--- src/rtl/wallace_mul_arbiter.sv ---
// Shares one combinational 16x16 multiplier among NUM_REQ requesters with a registered response.
// Define MUL_ARB_FIXED_PRIO_EN for fixed lowest-index priority; default is round-robin.
module wallace_mul_arbiter #(
  parameter int unsigned NUM_REQ = 4,
  parameter int unsigned ID_W    = 2
) (
  input  logic                   sys_clk,
  input  logic                   rst_n,
  input  logic [NUM_REQ-1:0]     req_valid,
  output logic [NUM_REQ-1:0]     req_ready,
  input  logic [16*NUM_REQ-1:0]  req_a,
  input  logic [16*NUM_REQ-1:0]  req_b,
  output logic [15:0]            mul_number0,
  output logic [15:0]            mul_number1,
  input  logic [31:0]            mul_q,
  output logic                   rsp_valid,
  input  logic                   rsp_ready,
  output logic [ID_W-1:0]        rsp_id,
  output logic [31:0]            rsp_q
);

  typedef enum logic [1:0] {StIdle, StMul, StHold} state_e;

  state_e          r_state, w_state_d;
  logic [ID_W-1:0] r_last, r_id, r_rsp_id;
  logic [15:0]     r_mul_a, r_mul_b;
  logic [31:0]     r_rsp_q;
  logic            r_rsp_valid;
  logic [ID_W-1:0] w_grant;
  logic            w_can_grant, w_fire;

  assign w_can_grant = (r_state == StIdle) | ((r_state == StHold) & rsp_ready);
  assign w_fire      = w_can_grant & (|req_valid);

  // Scan from lowest priority to highest so the final assignment is the winner.
  always_comb begin
    w_grant = '0;
`ifdef MUL_ARB_FIXED_PRIO_EN
    for (int i = NUM_REQ - 1; i >= 0; i--) begin
      if (req_valid[i]) w_grant = ID_W'(i);
    end
`else
    for (int unsigned off = NUM_REQ; off >= 1; off--) begin
      if (req_valid[(32'(r_last) + off) % NUM_REQ]) begin
        w_grant = ID_W'((32'(r_last) + off) % NUM_REQ);
      end
    end
`endif
  end

  // State register
  always_ff @(posedge sys_clk or negedge rst_n) begin
    if (!rst_n) r_state <= StIdle;
    else        r_state <= w_state_d;
  end

  // Next-state logic
  always_comb begin
    w_state_d = r_state;
    unique case (r_state)
      StIdle:  if (w_fire) w_state_d = StMul;
      StMul:   w_state_d = StHold;
      StHold:  if (rsp_ready) w_state_d = w_fire ? StMul : StIdle;
      default: w_state_d = StIdle;
    endcase
  end

  // Output logic
  always_comb begin
    req_ready = '0;
    if (w_fire) req_ready[w_grant] = 1'b1;
  end

  always_ff @(posedge sys_clk or negedge rst_n) begin
    if (!rst_n) begin
      r_mul_a     <= '0;
      r_mul_b     <= '0;
      r_id        <= '0;
      r_last      <= ID_W'(NUM_REQ - 1);
      r_rsp_valid <= 1'b0;
      r_rsp_id    <= '0;
      r_rsp_q     <= '0;
    end else begin
      if (w_fire) begin
        r_mul_a <= req_a[16*w_grant +: 16];
        r_mul_b <= req_b[16*w_grant +: 16];
        r_id    <= w_grant;
        r_last  <= w_grant;
      end
      if (r_state == StMul) begin
        r_rsp_q     <= mul_q;
        r_rsp_id    <= r_id;
        r_rsp_valid <= 1'b1;
      end else if ((r_state == StHold) && rsp_ready) begin
        r_rsp_valid <= 1'b0;
      end
    end
  end

  assign mul_number0 = r_mul_a;
  assign mul_number1 = r_mul_b;
  assign rsp_valid   = r_rsp_valid;
  assign rsp_id      = r_rsp_id;
  assign rsp_q       = r_rsp_q;

endmodule

--- config.mk ---
export PLATFORM = sky130hd
export DESIGN_NAME = wallace_mul_arbiter
export DESIGN_NICKNAME = d
export VERILOG_FILES = /design/src/rtl/wallace_mul_arbiter.sv
export SDC_FILE = /design/constraint.sdc
export NUM_CORES = 1
export LEC_CHECK = 0
export ABC_CLOCK_PERIOD_IN_PS = 2600
export CAP_MARGIN = 20
export CORE_AREA = 2 2 107 109
export DETAILED_ROUTE_END_ITERATION = 7
export DIE_AREA = 0 0 109 111
export HOLD_SLACK_MARGIN = 0.1
export PLACE_DENSITY = 0.79
export SLEW_MARGIN = 40
export SYNTH_ARGS = -nofsm -noshare
export SYNTH_HDL_FRONTEND = slang
export SYNTH_SLANG_ARGS = --single-unit
--- constraint.sdc ---
create_clock -name sys_clk -period 2.6 [get_ports sys_clk]
set_input_delay 0.52 -clock sys_clk [delete_from_list [all_inputs] [get_ports sys_clk]]
set_output_delay 0.52 -clock sys_clk [all_outputs]
set_load 0.02 [all_outputs]
==> Changelog: implementation, run 1 <==
### Physical design

* Outcome: completed
* Post-route insts no fill at 716
* Sequential power share at between 20% and 30%
* Via density at just over 5
* Synth Area in XOR/XNOR at 0%
* DRC violations left at 0
* Non-clk buf share at a little over a third
* Commonest Layout Cell: clkdlybuf4s50_1
* Largest net degree at the start of global routing at between 70 and 80
* Die Y at roughly 110 um
* Clock buf count at 10
* Max Clock Skew at 0.00872 ns
* Routed vias at 3,661
* Worst setup endpoint: req_ready[1]
* Worst hold margin at 0.201 ns
* Clk pwr share at between 10% and 20%
* Final setup TNS at 0 ns
* Initial antenna violation count at 0
* Grt ovf at 0
* Hold crit path type: in2async
* Post-DP HPWL at slightly below 9000 um
* Syn Nets at about 500
* Dominant Register Cell: dfrtp_1
* Largest register FFs at 32
* R2R depth at 7
* Syn. warnings at 0
* Post-synth area from yosys stat at about 0.004 mm^2
* EDFF count, synth at 0
* Max Root-Sink Buffers at 2
* Adder Area Share at 0%
* Max-Cap Viols at 0
* Non-clock inverter count at 2
* Row cnt at 39
* Most common logic cells in the final layout: 230 x clkdlybuf4s50_1, 71 x dfrtp_1, 52 x mux2_2, 44 x nand3_1
* Worst path top cell family by delay: simple AND/OR/NAND/NOR gates
* Fin area at 0.00694 mm^2
* Rel. slew slack at about half
* Syn Area/Cell at roughly 12 um^2
* Postcts setup bufs at 0
* Distinct lib cells used at 33
* Sw Share at a little under two fifths
* Gr usage total at 20.4%
* I/O pins at ~240
* CP bufs+invs at 2
* Num CTS Buffers at 9
* # diodes at 0
* Critical Path AT at a little over 2 ns
* Sw power at just over 3 mW
* CTS tree: done
* Pre-CTS WS at -0.352 ns
* Mux area share at a little over a quarter
* CP Launch Point: req_valid[0]
* Critical Path, Cell by Cell: clkdlybuf4s50_1, or4_4, nand3b_4, nor2_2, and2_1, buf_2
* Seq cells at roughly 73
* Tcrit/Tclk final at a little over nine tenths
* Root buf cell: clkbuf_16
* Reg clk slew, reported paths at approximately 0.060 ns
* Yosys aoi share at 9.50%
* Comb_multi_in at 228
* Main logic family: multiplexers
* Cells after Synth at approximately 340
* FP Util at about 37%
* Synthesized area at between 0.004 and 0.005 mm^2
* Fill count at 876
* Die width at 109 um
* Cell Int Power at 5.02 mW
* Share of layout cells above drive strength 1 at approximately a fifth
* Pre-antenna DRT Iters at 5
* WP depth at 6
* Least-Margin Pin Slew at approximately 0.77 ns
* Post-route ant nets at 0
* Tapcell Cnt at roughly 140
* Nets@finish at 735
* Worst setup margin at 0.0456 ns
* VDD IR-drop max at a little under 800 uV
* Top power group: combinational cells
* Critical Path Fanout Max at 4
* CTS H-tree lvls at 3
* Logic share of the area at slightly below 30%
* Crit path capture type: primary output
* Async S/R FF share, synth at 100%
* Final Max Slew Viols at 0
* Vias in the first global route at between 3,000 and 4,000
* Yosys cell count at approximately 340
* Nonclk buf count at ~250
* Die Area at 0.0121 mm^2
* Post-synth regs at 73
* Routed WL per cell at 17.2 um
* Final setup violation count at 0
* Gate Area at approximately 0.0021 mm^2
* R2r setup slk at about 0.32 ns
* Endpoints failing hold at 0
* Slowest CP cell: or4_4
* Final wirelength at approximately 12,000 um
* Top class by area: non-clock buffers
==> run 1: timing repair <==
item | in CTS | in global routing
pin swaps | 0 | 0
gates resized | 20 | 4
cloned | 0 | 1
endpoints found under the setup margin | 16 | 13
==> run 1: routing by layer <==
metal	track usage, %	vias up	part of all wire (%)
met4	9.32	0	2.8
met1	23.2	1743	40
met3	4.88	24	7.7
met5	0	-	0
met2	35.4	160	50
li1	-	1734	-
==> run 1: synth_stat cells, types with 4 or more instances <==
master,n,share of area (%)
clkbuf_1,10,0.92
nand3_1,44,5.4
nor2_1,8,0.74
buf_4,4,0.74
mux2_1,14,3.9
nand3_2,20,4.9
nand2_1,5,0.46
a221o_1,32,7.9
buf_6,7,1.9
mux2i_1,33,8.1
dfrtp_1,71,44
buf_2,6,0.74
mux2_2,52,14
nand2b_1,4,0.61
### Clock wiring as the flow saved it, run 1

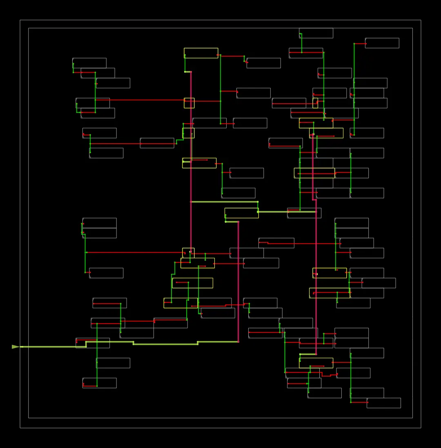
Sink Count: 73
clk pwr: 1.42 mW

### Drive-strength map, run 1

Scale bar: 20 um.
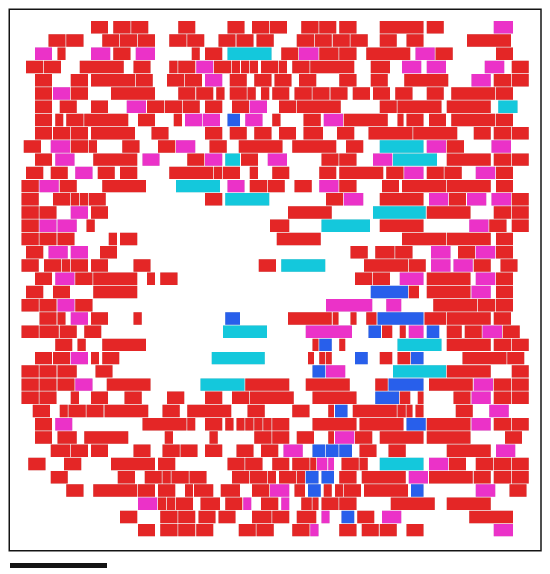
legend:
  red:
    size: drive 1 or less
    cells: 452
    share: 79%
  blue:
    size: drive 3 to 4
    cells: 22
    share: 3.8%
  magenta:
    size: drive 2
    cells: 83
    share: 14%
  cyan:
    size: drive 6 and up
    cells: 16
    share: 2.8%

### Sequential cells colored by netlist name, run 1

Scale bar: 20 um. Other sequential cells in the stronger gray, the rest of the logic in the fainter gray.
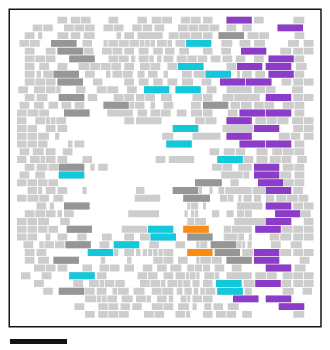
legend:
  orange:
    netlist_name: rsp_id
    flops: 2
  purple:
    netlist_name: rsp_q
    flops: 32
    where: a column on the right
  cyan:
    netlist_name: mul_number1
    flops: 16
utilization after layout: 62.6%
Flop area: 0.00183 mm^2
fraction of area in registers: 26.4%
Flop+latch power: 2.08 mW

### Clock network drawn from the DEF, run 1

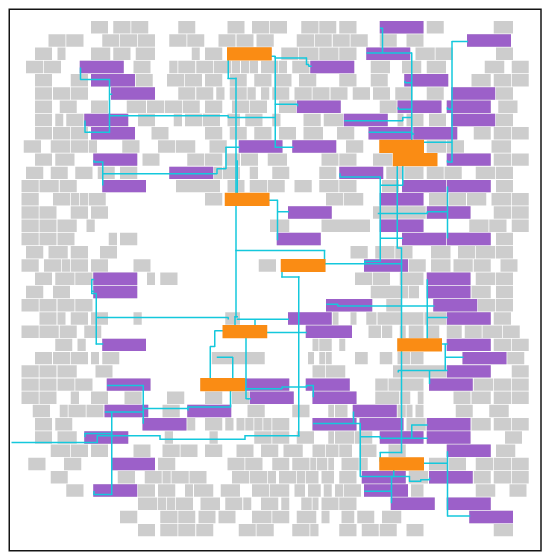

--- run 2 (diff from run 1) ---
PLACE_DENSITY = not set   (was 0.79)
PLACE_DENSITY_LB_ADDON = 0.12   (was not set)
### Clock network drawn from the DEF, run 2

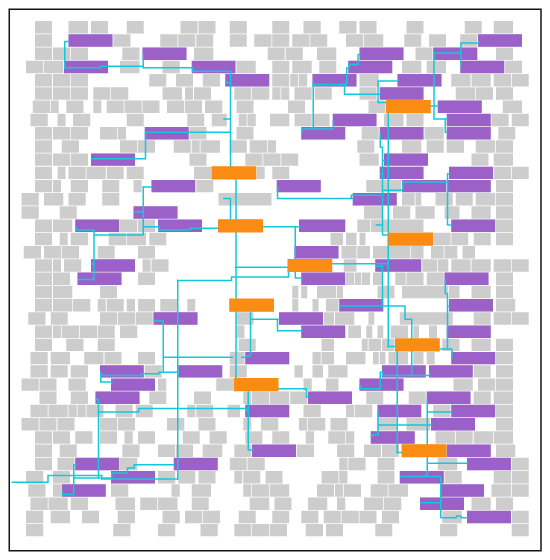
legend:
  cyan:
    item: clock wires
    length: 984 um
  purple:
    item: flip-flops
    count: 73
  orange:
    item: cells driving clock nets
    count: 9
flops lie: widely spread
routed clock nets: 10
clk pwr: 1.45 mW
Clk pwr share: 18.0%
Max Clock Skew: 0.00480 ns

### Sequential cells colored by netlist name, run 2

Scale bar: 20 um. Other sequential cells in the stronger gray, the rest of the logic in the fainter gray.
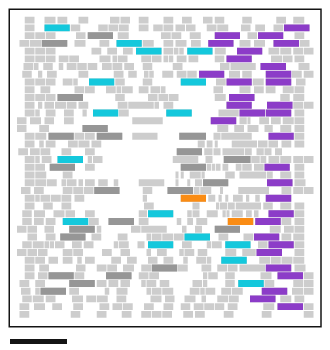
fraction of area in registers: 26.5%
utilization after layout: 62.3%
Flop+latch power: 2.07 mW

==> Changelog: implementation, run 2 <==
### Physical design

* Synthesized area at 0.00407 mm^2
* Worst setup margin at roughly 0.068 ns
* Critical Path, Cell by Cell: clkdlybuf4s50_1, or4_4, nand3b_4, inv_2, nand2_1, nor2_1, buf_2
* R2r setup slk at 0.28 ns
* Commonest Layout Cell: clkdlybuf4s50_1
* Share of layout cells above drive strength 1 at between 20% and 30%
* Initial antenna violation count at 0
* Syn Nets at ~500
* Largest register FFs at 32
* EDFF count, synth at 0
* Dominant Register Cell: dfrtp_1
* Top-area cell share at a little over two fifths
* Yosys cell count at around 340
* Fill count at about 940
* I/O pins at about 240
* Non-clk buf share at a little over a third
* Root buf cell: clkbuf_16
* Syn Area/Cell at about 12 um^2
* Crit path capture type: primary output
* Cells after Synth at approximately 340
* Most instantiated cells after synthesis: 71 x dfrtp_1, 52 x mux2_2, 44 x nand3_1, 33 x mux2i_1, 32 x a221o_1
* Critical Path AT at 2.01 ns
* Die Area at between 0.01 and 0.015 mm^2
* Hold crit path type: in2async
* Post-DP Area at about 0.0065 mm^2
* Pre-CTS WS at -0.371 ns
* Final setup violation count at 0
* Distinct lib cells used at 33
* Final Max Slew Viols at 0
* Syn. warnings at 0
* Pre-antenna DRT Iters at 4
* Largest net degree at the start of global routing at 74
* Worst path top cell family by delay: simple AND/OR/NAND/NOR gates
* Final setup TNS at 0 ns
* Routed WL per cell at 16.8 um
* Critical Path Fanout Max at 4
* Fin area at 0.00690 mm^2
* Flop area at ~0.0018 mm^2
* Max-Cap Viols at 0
* Nets@finish at between 700 and 800
* RePlAce Congestion at a little under 0.8
* Routed vias at around 3,700
* Clock buf count at 10
* Vias in the first global route at 3,822
* Grt ovf at 0
* Crit Reg-Reg Startpoint: r_last[1]
* Comb_multi_in at between 200 and 250
* DRC violations left at 0
* Pwr/cell area at between 1000 and 1500 mW/mm^2
* Sink Count at about 73
* Reg clk slew, reported paths at about 0.050 ns
* FP Util at ~37%
* Logic share of the area at between 20 and 30%
* Final worst path period need at around 2.5 ns
* Nonclk buf count at around 250
* Die Y at 111 um
* Slowest CP cell: or4_4
* Via density at 5.16
* Top cells by area: dfrtp_1 44%, mux2_2 14%, mux2i_1 8.1%
* Gate Area at around 0.002 mm^2
* Post-cts resize count at 21
* CP bufs+invs at 3
* Hold Buf Count CTS at 0
* Num CTS Buffers at 9
* R2R depth at 6
* Async S/R FF share, synth at 100%
* Die width at around 110 um
* Area leader, netlist: dfrtp_1
* CP Launch Point: req_valid[0]
* Max Root-Sink Buffers at 2
* Port Buffers at between 200 and 250
* Row cnt at 39
* Area growth syn-to-layout at 69.5%
* Least-Margin Pin Slew at between 0.7 and 0.8 ns
* Non-clock inverter count at 2
* Post-route insts no fill at a little over 700
* Outcome: completed
* VDD IR-drop max at between 600 and 700 uV
* Post-DP HPWL at between 8000 and 9000 um
* Layout clock area frac at 5.13%
* Top class by area: non-clock buffers
* # diodes at 0
* R2r endpoint: mul_number0[10]
* Post-route ant nets at 0
* Rel. slew slack at about 47%
* Worst setup endpoint: req_ready[2]
* Seq cells at 73
* Endpoints failing hold at 0
* Fmax at between 300 and 400 MHz
* Worst hold margin at around 0.21 ns
* Most common logic cells in the final layout: 231 x clkdlybuf4s50_1, 71 x dfrtp_1, 52 x mux2_2, 44 x nand3_1, 33 x mux2i_1
* Post-synth regs at roughly 73
* CTS H-tree lvls at 3
* 1st-iter DRT viols at 122
* WP depth at 7
* Gr usage total at ~19%
* Final wirelength at ~12,000 um
* Tcrit/Tclk final at between 90% and 100%
* Most frequent cell after synthesis: dfrtp_1
* Postcts setup bufs at 0
* CTS tree: done
* Post-synth area from yosys stat at between 0.004 and 0.005 mm^2
* Tapcell Cnt at between 100 and 150
[run 2: cell counts after synthesis]
Identical to the previous run, type by type.
[run 2: per-layer routing]
| layer | wire, um | track usage, % |
|---|---|---|
| met1 | 4690 | 21.6 |
| met2 | 6020 | 34.3 |
| met3 | 1090 | 5.88 |
| met4 | 218 | 6.92 |
| met5 | 0 | 0 |
[run 2: report_power, final]
part | switching [mW] | total, mW | internal (mW)
combinational | 2.23 | 4.52 | 2.29
sequential | 0.326 | 2.07 | 1.74
clock | 0.481 | 1.45 | 0.966
total | 3.04 | 8.03 | 4.99
[run 2: cell families after synthesis]
kind of cell / after synthesis / share of synthesized area (%)
mux: 99 / 26.4
simple gates: 90 / 13.7
flops: 73 / 44.9
compound gates: 39 / 9.50
buf+inv: 34 / 5.53
Power figures rest on the tool's default switching activity, not on a simulated workload.
